## src/rtl/timer8_top.sv

```systemverilog
// rtl/timer8_top.sv - 8-bit up/down timer/counter with APB register slave
//
// Purpose:
//   8-bit up/down counter prescaled from pclk by 1/2/4/8. It sets overflow and
//   underflow status flags and drives one level interrupt. Its registers sit on
//   an APB slave port with zero wait states.
//
// Register map (paddr):
//   0x00 TDR  RW   load value
//   0x01 TCR  RW   [7]load [5]dir(0 up,1 down) [4]en [1:0]cks
//   0x02 TSR  W1C  [0]OVF [1]UDF
//   0x03 TIE  RW   [0]OVIE [1]UDIE
//   0x04 TCNT RO   counter value (writable when TIMER_TCNT_WR_EN is defined)
//   Other addresses: writes ignored, reads 0x00. Reserved bits read 0.
//
// Configuration macro:
//   TIMER_TCNT_WR_EN - when defined, an APB write to 0x04 loads TCNT directly.
//   This write takes priority over a count in the same cycle.
//
// Ports:
//   pclk      in   1  clock for the APB port and the counter
//   presetn   in   1  asynchronous active-low reset
//   psel      in   1  APB select
//   penable   in   1  APB access phase
//   pwrite    in   1  1 = write, 0 = read
//   paddr     in   8  register address
//   pwdata    in   8  write data
//   prdata    out  8  read data, 0x00 when no read is selected
//   pready    out  1  always 1
//   interrupt out  1  level interrupt, active-high

module timer8_top (
  input  logic       pclk,
  input  logic       presetn,
  input  logic       psel,
  input  logic       penable,
  input  logic       pwrite,
  input  logic [7:0] paddr,
  input  logic [7:0] pwdata,
  output logic [7:0] prdata,
  output logic       pready,
  output logic       interrupt
);

  localparam logic [7:0] ADDR_TDR  = 8'h00;
  localparam logic [7:0] ADDR_TCR  = 8'h01;
  localparam logic [7:0] ADDR_TSR  = 8'h02;
  localparam logic [7:0] ADDR_TIE  = 8'h03;
  localparam logic [7:0] ADDR_TCNT = 8'h04;

  logic [7:0] tdr_q,  tdr_d;
  logic [7:0] tcnt_q, tcnt_d;
  logic       load_q, load_d;
  logic       dir_q,  dir_d;
  logic       en_q,   en_d;
  logic [1:0] cks_q,  cks_d;
  logic [1:0] tsr_q,  tsr_d;   // [0] OVF, [1] UDF
  logic [1:0] tie_q,  tie_d;   // [0] OVIE, [1] UDIE
  logic [2:0] div_q,  div_d;

  logic       wr_en;
  logic       rd_en;
  logic       tcnt_wr;
  logic       tick;
  logic       count;
  logic       ovf_set;
  logic       udf_set;
  logic [1:0] w1c;

  assign wr_en = psel & penable & pwrite;
  assign rd_en = psel & ~pwrite;

`ifdef TIMER_TCNT_WR_EN
  assign tcnt_wr = wr_en & (paddr == ADDR_TCNT);
`else
  assign tcnt_wr = 1'b0;
`endif

  // Tick decode uses the current prescaler value. The first tick after enable
  // therefore lands 1/2/4/8 cycles after en is set.
  always_comb begin
    tick = 1'b0;
    case (cks_q)
      2'b00:   tick = 1'b1;
      2'b01:   tick = div_q[0];
      2'b10:   tick = &div_q[1:0];
      default: tick = &div_q;
    endcase
  end

  assign count   = tick & en_q & ~load_q;
  assign ovf_set = count & ~dir_q & (tcnt_q == 8'hFF);
  assign udf_set = count &  dir_q & (tcnt_q == 8'h00);
  assign w1c     = (wr_en && paddr == ADDR_TSR) ? pwdata[1:0] : 2'b00;

  always_comb begin
    tdr_d  = tdr_q;
    load_d = load_q;
    dir_d  = dir_q;
    en_d   = en_q;
    cks_d  = cks_q;
    tie_d  = tie_q;
    tcnt_d = tcnt_q;

    if (wr_en) begin
      case (paddr)
        ADDR_TDR: tdr_d = pwdata;
        ADDR_TCR: begin
          load_d = pwdata[7];
          dir_d  = pwdata[5];
          en_d   = pwdata[4];
          cks_d  = pwdata[1:0];
        end
        ADDR_TIE: tie_d = pwdata[1:0];
        default: ;
      endcase
    end

    // The prescaler free-runs while enabled. A TCR write does not restart it.
    div_d = en_q ? div_q + 3'd1 : 3'd0;

    if (load_q) begin
      tcnt_d = tdr_q;
    end else if (tcnt_wr) begin
      tcnt_d = pwdata;
    end else if (count) begin
      tcnt_d = dir_q ? tcnt_q - 8'd1 : tcnt_q + 8'd1;
    end

    // A hardware set wins over a W1C of the same bit in the same cycle.
    tsr_d = (tsr_q & ~w1c) | {udf_set, ovf_set};
  end

  always_ff @(posedge pclk or negedge presetn) begin
    if (!presetn) begin
      tdr_q  <= 8'h00;
      tcnt_q <= 8'h00;
      load_q <= 1'b0;
      dir_q  <= 1'b0;
      en_q   <= 1'b0;
      cks_q  <= 2'b00;
      tsr_q  <= 2'b00;
      tie_q  <= 2'b00;
      div_q  <= 3'd0;
    end else begin
      tdr_q  <= tdr_d;
      tcnt_q <= tcnt_d;
      load_q <= load_d;
      dir_q  <= dir_d;
      en_q   <= en_d;
      cks_q  <= cks_d;
      tsr_q  <= tsr_d;
      tie_q  <= tie_d;
      div_q  <= div_d;
    end
  end

  always_comb begin
    prdata = 8'h00;
    if (rd_en) begin
      case (paddr)
        ADDR_TDR:  prdata = tdr_q;
        ADDR_TCR:  prdata = {load_q, 1'b0, dir_q, en_q, 2'b00, cks_q};
        ADDR_TSR:  prdata = {6'b0, tsr_q};
        ADDR_TIE:  prdata = {6'b0, tie_q};
        ADDR_TCNT: prdata = tcnt_q;
        default:   prdata = 8'h00;
      endcase
    end
  end

  assign pready    = 1'b1;
  assign interrupt = |(tsr_q & tie_q);

endmodule

```

## config.mk

```make
export PLATFORM = sky130hd
export DESIGN_NAME = timer8_top
export DESIGN_NICKNAME = d
export VERILOG_FILES = /design/src/rtl/timer8_top.sv
export SDC_FILE = /design/constraint.sdc
export NUM_CORES = 1
export LEC_CHECK = 0
export CAP_MARGIN = 25
export CORE_AREA = 2 2 60 62
export CTS_CLUSTER_DIAMETER = 120
export DETAILED_ROUTE_END_ITERATION = 10
export DIE_AREA = 0 0 62 64
export HOLD_SLACK_MARGIN = 0.15
export PLACE_DENSITY_LB_ADDON = 0.05
export SETUP_SLACK_MARGIN = 0.3
export SLEW_MARGIN = 10
export SYNTH_ARGS = -nofsm -noshare
export SYNTH_HDL_FRONTEND = slang
export SYNTH_SLANG_ARGS = --single-unit
export TNS_END_PERCENT = 100
```

## constraint.sdc

```tcl
create_clock -name pclk -period 5.75 [get_ports pclk]
set_clock_uncertainty 0.1 [all_clocks]
set_input_delay 0.575 -clock pclk [delete_from_list [all_inputs] [get_ports pclk]]
set_output_delay 0.575 -clock pclk [all_outputs]
set_load 0.02 [all_outputs]
```

==> results.tsv, run 1 <==
stage	metric	value	unit
critical_path	path_delay_family	simple AND/OR/NAND/NOR gates	
critical_path	worst-path-buf-inv	2	
floorplanning	core_util_floorplan	55.4	%
finish	top_area_cell_class	logic gates	
global_routing	use_met1	33.2	%
global_routing	track_usage	23.8	%
global_routing	grt-ovfl-total	0	
routing	drcViolationCount	0	
floorplanning	fp-row-count	21	
sta	rsz0062_at_grt	false	
flow_run	warnings	26	
finish	finish.utilization	66.2	%
global_routing	grt.met3_usage	2.63	%
finish	final_area	2170	um^2
floorplanning	tapCellCount	46	
critical_path	cp.depth	7	
sta	holdWs	0.394	ns
finish	fin_nets	241	
critical_path	crit_path_start	paddr[5]	
finish	clk_share	1.67	%
sta	setup_ws	1.99	ns
logic_synthesis	ys_seq_share	38.5	%
global_routing	grt_start_max_net_pins	29	
sta	finalCriticalPeriod	3.76	ns
finish	drive_gt1_share	11.9	%
clock_tree	cts_root_buf	clkbuf_4	
power_and_ir_drop	power.internal	428	uW
placement	portBuffers	29	
critical_path	worstPathRequired	5.08	ns
power_and_ir_drop	power_leader	combinational cells	
global_routing	grt_pass1_wl	7130	um
sta	slew_headroom	56.0	%
logic_synthesis	yosysWarnings	0	
global_routing	antenna_found_initial	0	
outcome	status	finished, final reports clean	
placement	dp_hpwl	3170	um
critical_path	start_kind	input pin	
global_routing	met2_usage	37.8	%
sta	timing.setup.tns	0	ns
finish	reg_top3	tcnt_q (8), tdr_q (8), div_q (3)	
logic_synthesis	yosys.area.top_type	dfrtp_1	
placement	dpl.cell_count	252	
floorplanning	chipHeight	64	um
power_and_ir_drop	power_density	317	nW/um^2
[run 1: cell usage in the layout (no fill, tap or decap), types with 2 or more instances in the layout]
cell             synthesis  final
and3b_1                  2      2
nand2b_1                 2      2
o21a_1                   2      2
nor3_1                   6      6
nor4_1                   4      4
a21oi_1                 10     10
mux2_2                   9      9
xor2_1                   2      2
or4_1                    4      4
a22o_1                   4      4
clkbuf_4                 0      3
a22oi_1                  3      3
inv_1                    6      6
nor2b_1                  3      3
nor3b_1                  2      2
mux2_4                   8      8
mux2i_1                  9      9
nor2_1                  15     15
nand2_1                 11     11
nand3_1                  5      5
nand3b_1                 2      2
o21ai_0                 12     12
dfrtp_1                 28     28
clkdlybuf4s50_1          0     29
and2_1                   2      2
a211oi_1                 2      2
ha_1                     8      8
o22a_1                   2      2
o211ai_1                 2      2
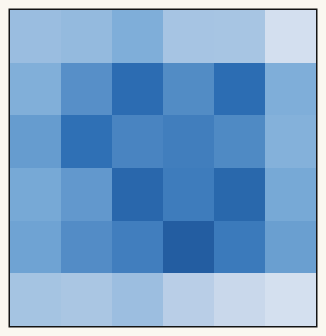
Figure 1: run 1, cell density map.
6 x 6 tiles, from white (low) to dark blue (high), 0 to 100% covered.
densest ninth of the die	centre
tiles over 75% full	14%
fullest tile	82%
mean over tiles	53%

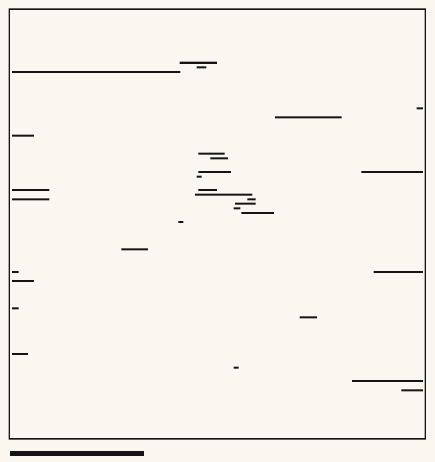
Figure 2: run 1, the metal 3 layer.
Bar = 20 um.
main direction	horizontal
longest straight run	24.8 um
share of all routed wire	3.0%
nets with wire on the layer	26
wire length on this layer	128 um

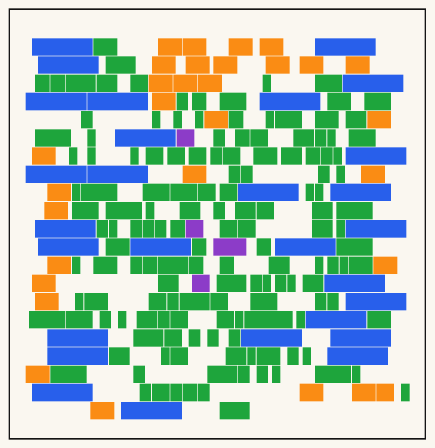
Figure 3: run 1, cell classes on the final placement.
colour	class	cells
orange	remaining buffers and delay cells	30
purple	clock drivers and dummy loads	4
blue	registers	28
green	remaining logic cells	148

==> run 2: changes to the inputs <==
--- a/config.mk
+++ b/config.mk
@@ -6,10 +6,10 @@
 export NUM_CORES = 1
 export LEC_CHECK = 0
 export CAP_MARGIN = 25
-export CORE_AREA = 2 2 60 62
+export CORE_AREA = 2 2 62 64
 export CTS_CLUSTER_DIAMETER = 120
 export DETAILED_ROUTE_END_ITERATION = 10
-export DIE_AREA = 0 0 62 64
+export DIE_AREA = 0 0 64 66
 export HOLD_SLACK_MARGIN = 0.15
 export PLACE_DENSITY_LB_ADDON = 0.05
 export SETUP_SLACK_MARGIN = 0.3
==> constraint.sdc (replaced) <==
create_clock -name pclk -period 3.7 [get_ports pclk]
set_clock_uncertainty 0.1 [all_clocks]
set_input_delay 0.37 -clock pclk [delete_from_list [all_inputs] [get_ports pclk]]
set_output_delay 0.37 -clock pclk [all_outputs]
set_load 0.02 [all_outputs]
==> run 2 against run 1 <==
Compared with the run above: sequential power is 57% higher; utilization is 3.9 points lower; non-clock buffer count increased by 1; register-to-register slack lost 2.1 ns; first-iteration DRC count rose by 14%; die size up 6.5%; cell count rose by 1.2%; sequential cell count is the same; critical path depth unchanged; count of clock-buffer cells in the layout decreased by 1; largest power group is now registers.
==> results.tsv, run 2 <==
stage	metric	value	unit	change
critical_path	worstPathRequired	3.23	ns	-1.85 ns
finish	reg_top3	tcnt_q (8), tdr_q (8), div_q (3)		
finish	final_cell_mix	clkdlybuf4s50_1, dfrtp_1, nor2_1		
power_and_ir_drop	power.internal	712	uW	+66%
sta	slew_headroom	55.6	%	-0.44 points
sta	holdWs	0.310	ns	-0.0839 ns
outcome	status	finished, final reports clean		
critical_path	cp.depth	7		unchanged
flow_run	warnings	26		unchanged
finish	final_area	2210	um^2	+1.7%
global_routing	track_usage	20.8	%	-3.0 points
clock_tree	cts_root_buf	clkbuf_4		
clock_tree	clockBufferDepth	2		
global_routing	grt_pass1_wl	6800	um	-4.6%
floorplanning	fp-row-count	22		+4.8%
finish	clk_share	2.38	%	+0.71 points
logic_synthesis	ys_seq_share	38.5	%	unchanged
sta	setup_ws	0.418	ns	-1.57 ns
placement	portBuffers	29		unchanged
floorplanning	core_util_floorplan	51.2	%	-4.2 points
global_routing	grt-ovfl-total	0		unchanged
global_routing	antenna_found_initial	0		unchanged
critical_path	worst-path-buf-inv	2		unchanged
floorplanning	tapCellCount	48		+4.3%
critical_path	start_kind	input pin		
sta	rsz0062_at_grt	false		
sta	finalCriticalPeriod	3.28	ns	
finish	layout_top_cell	clkdlybuf4s50_1		
power_and_ir_drop	power_density	503	nW/um^2	+59%
finish	fin_nets	242		+0.41%
routing	drcViolationCount	0		unchanged
logic_synthesis	yosys.area.top_type	dfrtp_1		
finish	top_area_cell_class	logic gates		
global_routing	grt_start_max_net_pins	29		unchanged
placement	dpl.cell_count	255		+1.2%
placement	dp_hpwl	3030	um	-4.4%
sta	timing.setup.tns	0	ns	unchanged
## run 2: kinds of logic (layout without fill, tap and decap cells)
family                     count (synthesis)  in the layout  synth area share [%]
other                                      1              1                 0.206
DFF                                       28             28                  38.5
adders and majority gates                  9              9                  6.60
buffers and inverters                     13             41                  3.30
muxes                                     26             26                  17.1
and+or+nand+nor                           63             63                  18.8
xor gates and xnor gates                   3              3                  1.44
AOI/OAI and AO/OA                         40             40                  14.0
## run 2: metal layers
layer | track usage (%) | wire, um | vias up
li1 | - | - | 726
met1 | 29.4 | 1900 | 715
met2 | 33.1 | 1900 | 44
met3 | 2.90 | 197 | 4
met4 | 6.25 | 31 | 0
met5 | 0 | 0 | -
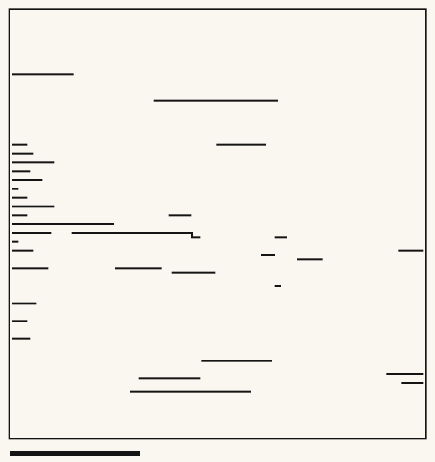
Figure 4: run 2, the metal 3 layer.
Bar = 20 um.
longest straight run	18.9 um
nets with wire on the layer	32
wire length on this layer	198 um
main direction	horizontal

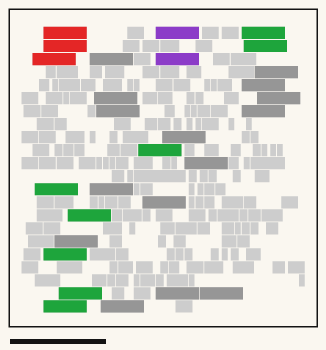
Figure 5: run 2, sequential cells grouped by signal name.
Bar = 20 um. Other sequential cells in the stronger grey, the rest of the logic in the fainter grey.
colour	signal	sequential cells
purple	tie_q	2
red	div_q	3
green	tdr_q	8

==> run 3: changes to the inputs <==
--- a/config.mk
+++ b/config.mk
@@ -11,8 +11,9 @@
 export DETAILED_ROUTE_END_ITERATION = 10
 export DIE_AREA = 0 0 64 66
 export HOLD_SLACK_MARGIN = 0.15
-export PLACE_DENSITY_LB_ADDON = 0.05
+export PLACE_DENSITY_LB_ADDON = 0.3
 export SETUP_SLACK_MARGIN = 0.3
+export SKIP_LAST_GASP = 1
 export SLEW_MARGIN = 10
 export SYNTH_ARGS = -nofsm -noshare
 export SYNTH_HDL_FRONTEND = slang
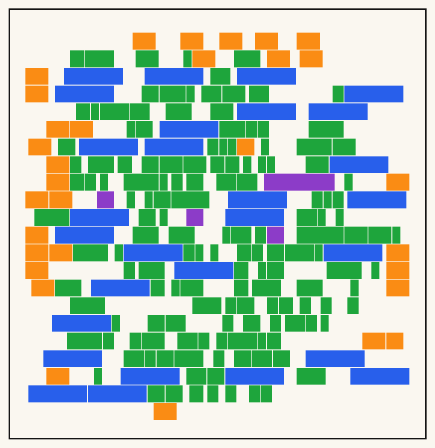
Figure 6: run 3, cell classes on the final placement.
colour	class	cells
green	remaining logic cells	148
purple	clock drivers and dummy loads	4
orange	remaining buffers and delay cells	31
blue	registers	28

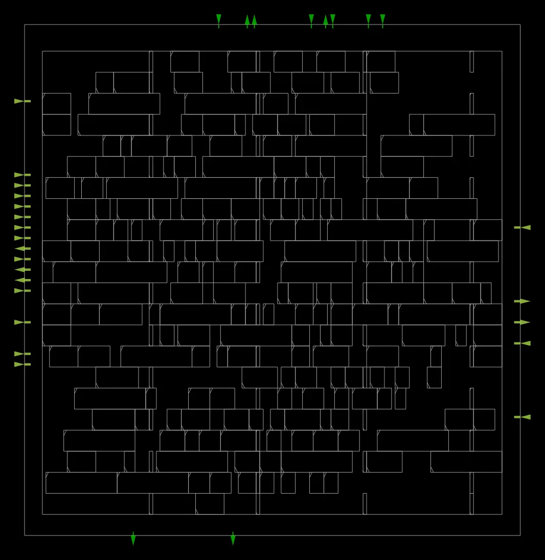
Figure 7: run 3, cell placement.
flop count: 28
core footprint: 3550 um^2

==> run 3 against run 2 <==
Compared with the run above: worst hold slack got worse by 0.028 ns; via count increased by 0.94%; power increased by 1.3%; register-to-register slack about the same; first-iteration DRC count decreased by 26%; sequential share of layout area decreased by 0.090 points; synthesized cell count unchanged; cell area increased by 0.28%; global-route usage increased by 1.8 points; critical endpoint is now prdata[5]; cell count unchanged; largest cell class unchanged; non-clock buffer count unchanged.
==> results.tsv, run 3 <==
stage	metric	value	unit	change
routing	drcViolationCount	0		unchanged
logic_synthesis	logic_family	simple AND/OR/NAND/NOR gates		
floorplanning	tapCellCount	48		unchanged
global_routing	busiest_layer	met2		
routing	top_layer_used	met4		
placement	dp_hpwl	3160	um	+4.4%
logic_synthesis	ys_sh_xor	1.44	%	unchanged
sta	slew_headroom	53.8	%	-1.8 points
global_routing	grt.met3_usage	4.60	%	+1.7 points
global_routing	use_met1	29.8	%	+0.36 points
finish	fin_nets	242		unchanged
logic_synthesis	yosys.area.top_type	dfrtp_1		
logic_synthesis	ys_sh_mux	17.1	%	unchanged
routing	wl_met2	1970	um	+3.5%
finish	clk_share	2.37	%	-0.0067 points
finish	final_area	2220	um^2	+0.28%
sta	finalCriticalPeriod	3.27	ns	-0.0126 ns
routing	wl_met3	158	um	-20%
global_routing	grt_pass1_wl	7470	um	+9.8%
sta	holdWs	0.281	ns	-0.0283 ns
placement	portBuffers	29		unchanged
finish	reg_top3	tcnt_q (8), tdr_q (8), div_q (3)		
global_routing	grt-ovfl-total	0		unchanged
logic_synthesis	synth.cellmix.adderShare	6.60	%	unchanged
clock_tree	clockBufferDepth	2		unchanged
flow_run	warnings	27		+3.8%
critical_path	worstPathRequired	3.23	ns	about the same
global_routing	antenna_found_initial	0		unchanged
outcome	status	finished, final reports clean		
finish	final_cell_mix	clkdlybuf4s50_1, dfrtp_1, nor2_1		
routing	drt-met1-wl	1980	um	+4.4%
global_routing	grt_start_max_net_pins	29		unchanged
sta	rsz0062_at_grt	true		
logic_synthesis	ys_seq_share	38.5	%	unchanged
global_routing	met2_usage	37.2	%	+4.2 points
[run 3: final timing paths]
| check | startpoint | slack [ns] | end |
|---|---|---|---|
| max in group asynchronous | presetn | 2.94 | tie_q[1] |
| worst min-delay path | presetn | 0.28 | tcnt_q[2] |
| worst max register to register | dir_q | 1.37 | tcnt_q[6] |
| worst max-delay path | paddr[5] | 0.43 | prdata[5] |
| min in group pclk | div_q[0] | 0.38 | div_q[0] |
| worst min register to register | div_q[0] | 0.38 | div_q[0] |
[run 3: worst max-delay path, cell delays in order]
cell,delay [ns]
clkdlybuf4s50_1,0.40
or4_1,0.53
or2_2,0.34
nor3_2,0.23
a22oi_1,0.13
nor2_1,0.16
clkdlybuf4s50_1,0.63
Power and IR drop assume default switching activity.
